===== config.mk =====
export PLATFORM = sky130hd
export DESIGN_NAME = uart_rx_flat
export DESIGN_NICKNAME = d
export VERILOG_FILES = /design/src/rtl/uart_rx_if.sv /design/src/rtl/uart_rx.sv /design/src/flat_wrapper.sv
export SDC_FILE = /design/constraint.sdc
export NUM_CORES = 1
export LEC_CHECK = 0
export ABC_CLOCK_PERIOD_IN_PS = 4300
export CAP_MARGIN = 30
export CORE_ASPECT_RATIO = 1.1
export CORE_MARGIN = 5
export CORE_UTILIZATION = 61
export DETAILED_ROUTE_END_ITERATION = 7
export PLACE_DENSITY = 0.83
export SLEW_MARGIN = 15
export SYNTH_ARGS = -nofsm -noshare
export SYNTH_HDL_FRONTEND = slang
export SYNTH_SLANG_ARGS = --single-unit

===== constraint.sdc =====
create_clock -name clk -period 4.3 [get_ports clk]
set_clock_uncertainty 0.1 [all_clocks]
set_input_delay 0.86 -clock clk [delete_from_list [all_inputs] [get_ports clk]]
set_output_delay 0.86 -clock clk [all_outputs]
set_load 0.005 [all_outputs]

===== src/rtl/uart_rx_if.sv =====
// Byte-level receive interface of the UART receiver: serial line in, received byte and status out.
// The slave modport is the receiver itself; the master modport is the line driver / byte consumer.
interface uart_rx_if;
  logic       rx;
  logic [7:0] rx_data;
  logic       rx_valid;
  logic       frame_err;
  logic       busy;

  modport master (
    output rx,
    input  rx_data,
    input  rx_valid,
    input  frame_err,
    input  busy
  );

  modport slave (
    input  rx,
    output rx_data,
    output rx_valid,
    output frame_err,
    output busy
  );
endinterface


===== src/rtl/uart_rx.sv =====
// 8N1 UART receiver: synchronizes rx, samples each bit at its centre and reports the byte or a
// framing error as a single-cycle pulse.
module uart_rx #(
  parameter int CLK_FREQ  = 125_000_000,
  parameter int BAUD_RATE = 115200
) (
  input logic      clk,
  input logic      resetn,
  uart_rx_if.slave bus
);

  localparam int BAUD_CNT = CLK_FREQ / BAUD_RATE;
  localparam int HALF_CNT = BAUD_CNT / 2;
  localparam int CNT_W    = (BAUD_CNT > 1) ? $clog2(BAUD_CNT) : 1;
  localparam logic [CNT_W-1:0] BAUD_LAST = CNT_W'(BAUD_CNT - 1);
  localparam logic [CNT_W-1:0] HALF_LAST = CNT_W'(HALF_CNT - 1);
  localparam logic [CNT_W-1:0] CNT_ZERO  = {CNT_W{1'b0}};
  localparam logic [CNT_W-1:0] CNT_ONE   = CNT_W'(1);

  typedef enum logic [1:0] {
    IDLE  = 2'd0,
    START = 2'd1,
    DATA  = 2'd2,
    STOP  = 2'd3
  } state_t;

  logic             sync1_r;
  logic             sync2_r;
  logic             rx_prev_r;
  logic             rx_s;
  logic             fall_s;
  state_t           state_r;
  state_t           state_nxt_s;
  logic [CNT_W-1:0] cnt_r;
  logic [CNT_W-1:0] cnt_nxt_s;
  logic [2:0]       bit_idx_r;
  logic [2:0]       bit_idx_nxt_s;
  logic [7:0]       shift_r;
  logic [7:0]       shift_nxt_s;
  logic [7:0]       rx_data_r;
  logic [7:0]       rx_data_nxt_s;
  logic             rx_valid_r;
  logic             rx_valid_nxt_s;
  logic             frame_err_r;
  logic             frame_err_nxt_s;
  logic             busy_r;

  assign rx_s   = sync2_r;
  // Only a genuine high-to-low transition starts a frame, so a line stuck low stays idle.
  assign fall_s = rx_prev_r & ~rx_s;

  // Two-flop synchronizer plus the previous synchronized value for edge detection.
  always_ff @(posedge clk or negedge resetn) begin
    if (!resetn) begin
      sync1_r   <= 1'b1;
      sync2_r   <= 1'b1;
      rx_prev_r <= 1'b1;
    end else begin
      sync1_r   <= bus.rx;
      sync2_r   <= sync1_r;
      rx_prev_r <= sync2_r;
    end
  end

  // FSM state register.
  always_ff @(posedge clk or negedge resetn) begin
    if (!resetn) begin
      state_r <= IDLE;
    end else begin
      state_r <= state_nxt_s;
    end
  end

  // FSM next-state logic.
  always_comb begin
    state_nxt_s = state_r;
    case (state_r)
      IDLE: begin
        if (fall_s) state_nxt_s = START;
        else        state_nxt_s = IDLE;
      end
      START: begin
        if (cnt_r == HALF_LAST) begin
          if (rx_s) state_nxt_s = IDLE;
          else      state_nxt_s = DATA;
        end else begin
          state_nxt_s = START;
        end
      end
      DATA: begin
        if ((cnt_r == BAUD_LAST) && (bit_idx_r == 3'd7)) state_nxt_s = STOP;
        else                                             state_nxt_s = DATA;
      end
      STOP: begin
        if (cnt_r == BAUD_LAST) state_nxt_s = IDLE;
        else                    state_nxt_s = STOP;
      end
      default: state_nxt_s = IDLE;
    endcase
  end

  // FSM output logic: counter, bit index, shift register and next values of the output pulses.
  always_comb begin
    cnt_nxt_s       = cnt_r + CNT_ONE;
    bit_idx_nxt_s   = bit_idx_r;
    shift_nxt_s     = shift_r;
    rx_data_nxt_s   = rx_data_r;
    rx_valid_nxt_s  = 1'b0;
    frame_err_nxt_s = 1'b0;
    case (state_r)
      IDLE: begin
        cnt_nxt_s     = CNT_ZERO;
        bit_idx_nxt_s = 3'd0;
      end
      START: begin
        if (cnt_r == HALF_LAST) begin
          cnt_nxt_s     = CNT_ZERO;
          bit_idx_nxt_s = 3'd0;
        end else begin
          cnt_nxt_s     = cnt_r + CNT_ONE;
        end
      end
      DATA: begin
        if (cnt_r == BAUD_LAST) begin
          shift_nxt_s[bit_idx_r] = rx_s;
          cnt_nxt_s              = CNT_ZERO;
          bit_idx_nxt_s          = bit_idx_r + 3'd1;
        end else begin
          cnt_nxt_s              = cnt_r + CNT_ONE;
        end
      end
      STOP: begin
        if (cnt_r == BAUD_LAST) begin
          cnt_nxt_s = CNT_ZERO;
          if (rx_s) begin
            rx_data_nxt_s  = shift_r;
            rx_valid_nxt_s = 1'b1;
          end else begin
            frame_err_nxt_s = 1'b1;
          end
        end else begin
          cnt_nxt_s = cnt_r + CNT_ONE;
        end
      end
      default: begin
        cnt_nxt_s     = CNT_ZERO;
        bit_idx_nxt_s = 3'd0;
      end
    endcase
  end

  // Datapath and registered outputs; busy tracks the state being entered.
  always_ff @(posedge clk or negedge resetn) begin
    if (!resetn) begin
      cnt_r       <= CNT_ZERO;
      bit_idx_r   <= 3'd0;
      shift_r     <= 8'h00;
      rx_data_r   <= 8'h00;
      rx_valid_r  <= 1'b0;
      frame_err_r <= 1'b0;
      busy_r      <= 1'b0;
    end else begin
      cnt_r       <= cnt_nxt_s;
      bit_idx_r   <= bit_idx_nxt_s;
      shift_r     <= shift_nxt_s;
      rx_data_r   <= rx_data_nxt_s;
      rx_valid_r  <= rx_valid_nxt_s;
      frame_err_r <= frame_err_nxt_s;
      busy_r      <= (state_nxt_s != IDLE);
    end
  end

  assign bus.rx_data   = rx_data_r;
  assign bus.rx_valid  = rx_valid_r;
  assign bus.frame_err = frame_err_r;
  assign bus.busy      = busy_r;

endmodule


===== src/flat_wrapper.sv =====
// flat-port wrapper written by rule: the top's interface ports become plain ports
module uart_rx_flat 
#(
  parameter int CLK_FREQ  = 125_000_000,
  parameter int BAUD_RATE = 115200
)
  (clk, resetn, bus_rx, bus_rx_data, bus_rx_valid, bus_frame_err, bus_busy);
  uart_rx_if bus_i ();
  input logic clk;
  input logic resetn;
  input wire logic [$bits(bus_i.rx)-1:0] bus_rx;
  output wire logic [$bits(bus_i.rx_data)-1:0] bus_rx_data;
  output wire logic [$bits(bus_i.rx_valid)-1:0] bus_rx_valid;
  output wire logic [$bits(bus_i.frame_err)-1:0] bus_frame_err;
  output wire logic [$bits(bus_i.busy)-1:0] bus_busy;
  assign bus_i.rx = bus_rx;
  assign bus_rx_data = bus_i.rx_data;
  assign bus_rx_valid = bus_i.rx_valid;
  assign bus_frame_err = bus_i.frame_err;
  assign bus_busy = bus_i.busy;
  uart_rx #(.CLK_FREQ(CLK_FREQ), .BAUD_RATE(BAUD_RATE)) u_core (.clk(clk), .resetn(resetn), .bus(bus_i));
endmodule

**Run 1: power grid**

Pins as bars on the die edge. Tap cells in gray.
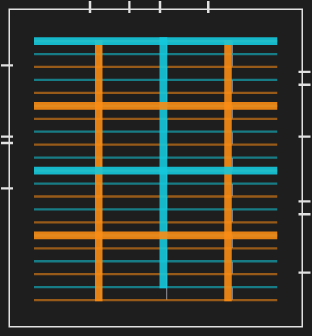
cyan -> VDD
orange -> VSS
met4 straps = 3
tap cells = 33
die width: 61.24 um
CORE AREA: 2778 um2

**Run 1: cells colored by class**

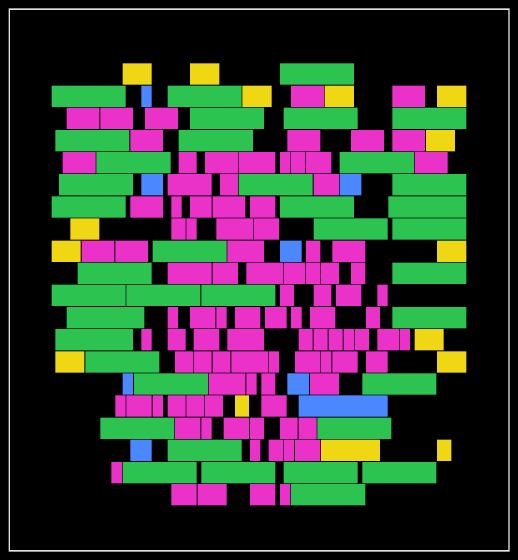
yellow -> other buffers and delay cells  # cells 15
magenta -> all other logic  # cells 99
green -> flip-flops  # cells 38
blue -> clock drivers and dummy loads  # cells 8
Seq area share: 48.20%
Layout Utilization: 71.31%
fin area: 1981 um2
row count: 20

==> impl_metrics.ini, run 1 <==
; implementation run metrics
[status]
status = finished, final reports clean

[grt]
grt_max_degree = 39
grt.met2_usage_pct = 28.44
grt_overflow = 0
antenna_found_initial = 0

[final_layout]
final_cell_mix = 35 x dfrtp_1, 13 x nor2_1, 13 x mux2_2
logic_area_um2 = 744.5
largest_reg_flops = 11
buf_share_pct = 7.581
antennaDiodeCount = 0
clkbuf_count = 7
comb_area_share_pct = 37.59
nNonClkInverters = 4
finalNonFillerCells = 193
largest_register = u_core.cnt_r
mostFrequentLayoutCell = dfrtp_1

[setup_path]
crit_start = u_core.cnt_r[7]$_DFF_PN0_
critPathRequiredTime_ns = 4.43
cp-end-kind = flip-flop
crit_arrival_ns = 2.42
cp-start-kind = flip-flop
critPathMaxFanout = 7
rr_worst_depth = 5
critPathCapture = u_core.cnt_r[1]$_DFF_PN0_
r2r-start = u_core.cnt_r[7]$_DFF_PN0_
path_delay_family = AND-OR/OR-AND gates

[clocking]
postCtsHoldBufs = 0
cts_tree = yes
cts_made_buffers = 5
cts_resized = 0
htree_num_levels = 2
cts_sinks = 38
clk_pin_slew_ns = 0.10
cts-root-buf = clkbuf_4
post_cts_buffers = 0

[logic_synthesis]
netlist_instances = 146
yosysTopAreaCell = dfrtp_1
synth_warnings = 0
ys_sh_simple_pct = 19.11
synth_stat.cells = 146
edf_count = 0
ys_sh_xor_pct = 4.474
ys_top_cells_by_area = dfrtp_1 50%, mux2_2 8.3%, dfstp_2 4.5%
top_cell = dfrtp_1
ff_type = dfrtp_1
synthAdderAreaFrac_pct = 3.551
top_logic_kind = simple AND/OR/NAND/NOR gates
syn-mean-instance-area_um2 = 12.07

[min_path]
min_path_type = in -> async

[routing]
routedWlPerCell_um = 15.35
maxUsedRoutingLayer = met4
wl_met1_um = 1325
drtIter0Drc = 38
postRouteAntennaNets = 0
via_count = 1155
first_pass_iters = 4

[power_and_ir_drop]
p_sw_uw = 197.1
p_total_uw = 744.7
seq-power_uw = 425
p_int_uw = 547.6
comb_power_share_pct = 11.9

[timing]
relSlewSlack_pct = 58.00
fmax_mhz = 436.8
hold_ws_ns = 0.2345
period_minus_slack_ns = 2.289
rsz0062_at_grt = false
hold_viol_final = 0
drv_slew = 0
fin_ws_ns = 2.011
tns_ns = 0
tightestPinTransition_ns = 0.6244

[place]
post-dp-hpwl_um = 2093
place_congestion = 0.8390
place_ws_ns = 2.057
dpl_cell_area_um2 = 1886

[floorplanning]
well_tap_count = 33
boundaryPins = 14

[run]
drv_cap = 0
**Run 1: clock distribution**

Scale bar: 20 um.
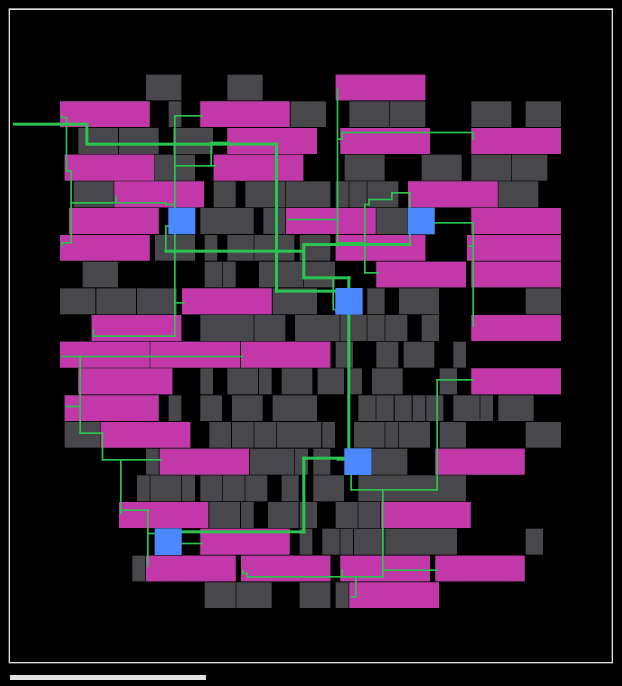
magenta -> flip-flops  # count 38
blue -> cells driving clock nets  # count 5
green -> clock wires  # length 401 um
routed clock nets = 6
flops lie = widely spread
clock group share of total power: 31.0%
clk_lat worst skew: 0.34 ns
Clk. pwr: 231 uW

**Run 1: wiring by layer**

Scale bar: 20 um.
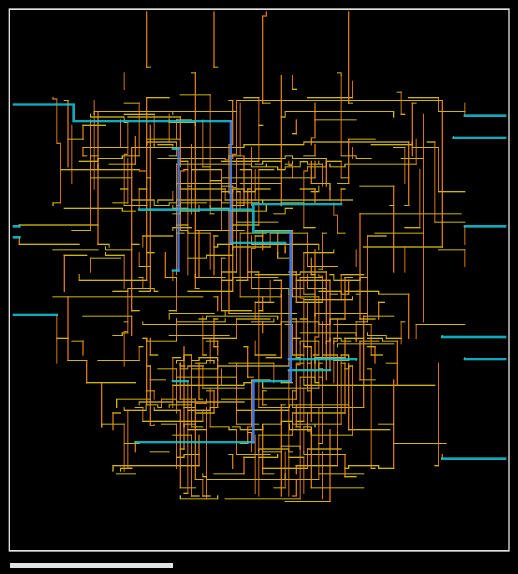

## Run 2: what changed since run 1
- ABC_CLOCK_PERIOD_IN_PS: 4300 -> 2200
- CORE_UTILIZATION: 61 -> 57
- PLACE_DENSITY: 0.83 -> 0.78
- clock period: 4.3 -> 2.2 ns (I/O delays scaled with it)
**Run 2: wiring by layer**

Scale bar: 20 um.
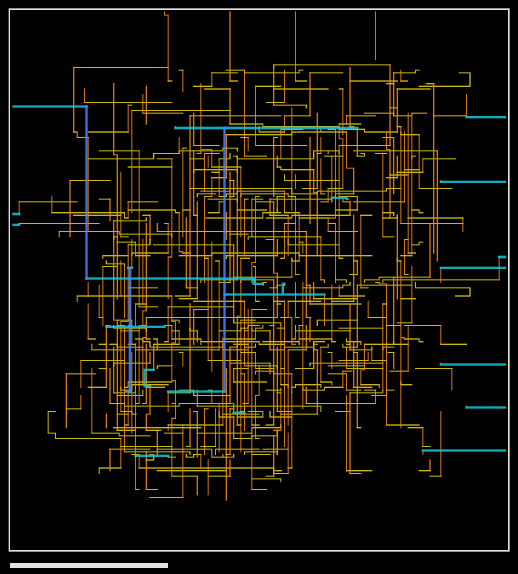
cyan -> met3  # wire length 142 um
blue -> met4  # wire length 70.7 um
yellow -> met1  # wire length 1460 um
orange -> met2  # wire length 1720 um
Vias: 1233
global-route usage over all layers: 18.22%
Wirelength per Cell: 16.56 um

==> run 2 against run 1 <==
  * Register-to-register slack worse by 1.8 ns
  * Combinational power rose to 2.6 times the previous value
  * Core utilization down 4.1 points
  * Fmax up 13%
  * Via count up 6.8%
  * Worst hold slack worse by 0.16 ns
  * Die size up 5.9%
  * Design area up 2.6%
  * Setup slack worse by 1.8 ns
  * Flip-flop count unchanged
  * Count of clock-buffer cells in the layout down 1
  * Power up 88%
==> impl_metrics.ini, run 2 <==
; implementation run metrics
[floorplanning]
die_x_um = 63.01
boundaryPins = 14
well_tap_count = 34
core_area_um2 = 3022

[logic_synthesis]
top_logic_kind = simple AND/OR/NAND/NOR gates
ys_sh_xor_pct = 4.474
top_cell = dfrtp_1
synth_warnings = 0
syn-mean-instance-area_um2 = 12.07
synthAdderAreaFrac_pct = 3.551
yosysTopAreaCell = dfrtp_1
ff_type = dfrtp_1
ys_sh_simple_pct = 19.11
netlist_instances = 146

[setup_path]
crit_start = u_core.cnt_r[1]$_DFF_PN0_
critPathCapture = u_core.shift_r[2]$_DFFE_PN0P_
cp-start-kind = flip-flop
rr_worst_depth = 7
critPathMaxFanout = 5
path_delay_family = simple AND/OR/NAND/NOR gates
r2r-start = u_core.cnt_r[1]$_DFF_PN0_
critPathRequiredTime_ns = 2.34
cp-end-kind = flip-flop
crit_arrival_ns = 2.17

[clocking]
cts_resized = 0
clk_pin_slew_ns = 0.12
cts-root-buf = clkbuf_4
cts_made_buffers = 5
postCtsHoldBufs = 0
htree_num_levels = 2
post_cts_buffers = 0
cts_tree = yes

[final_layout]
logic_area_um2 = 744.5
fin_area_um2 = 2032
largest_register = u_core.cnt_r
final_cell_mix = 35 x dfrtp_1, 13 x nor2_1, 13 x mux2_2
finalNonFillerCells = 205
antennaDiodeCount = 0
comb_area_share_pct = 36.64
final_core_util_pct = 67.25
clkbuf_count = 6
nNonClkInverters = 4
buf_share_pct = 10.84

[power_and_ir_drop]
p_total_mw = 1.403
p_sw_uw = 422.2
comb_power_share_pct = 16.6
seq-power_uw = 811

[grt]
grt_max_degree = 39
grt_overflow = 0
antenna_found_initial = 0
grt.met2_usage_pct = 31.03

[timing]
fmax_mhz = 492.1
tightestPinTransition_ns = 0.8277
hold_ws_ns = 0.07737
tns_ns = 0
period_minus_slack_ns = 2.032
relSlewSlack_pct = 44.82
fin_ws_ns = 0.1679
rsz0062_at_grt = false

[routing]
wl_met1_um = 1460
maxUsedRoutingLayer = met4
drtIter0Drc = 54
postRouteAntennaNets = 0
first_pass_iters = 4

[status]
status = finished, final reports clean

[run]
drv_cap = 0

[place]
place_congestion = 0.8085
**Run 2: clock distribution**

Scale bar: 20 um.
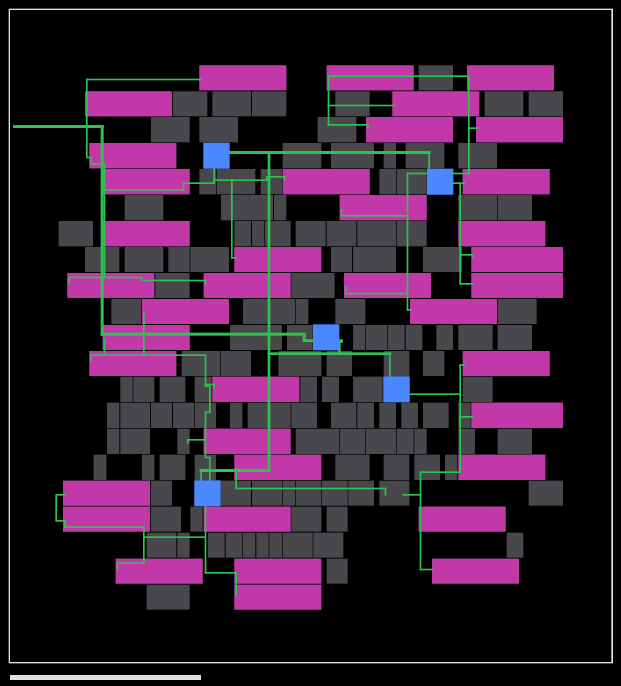
green -> clock wires  # length 456 um
blue -> cells driving clock nets  # count 5
magenta -> flip-flops  # count 38
routed clock nets = 6
clk_lat worst skew: 0.35 ns
clock group share of total power: 25.6%
Clk. pwr: 359 uW

Power figures rest on the tool's default switching activity, not on a simulated workload.
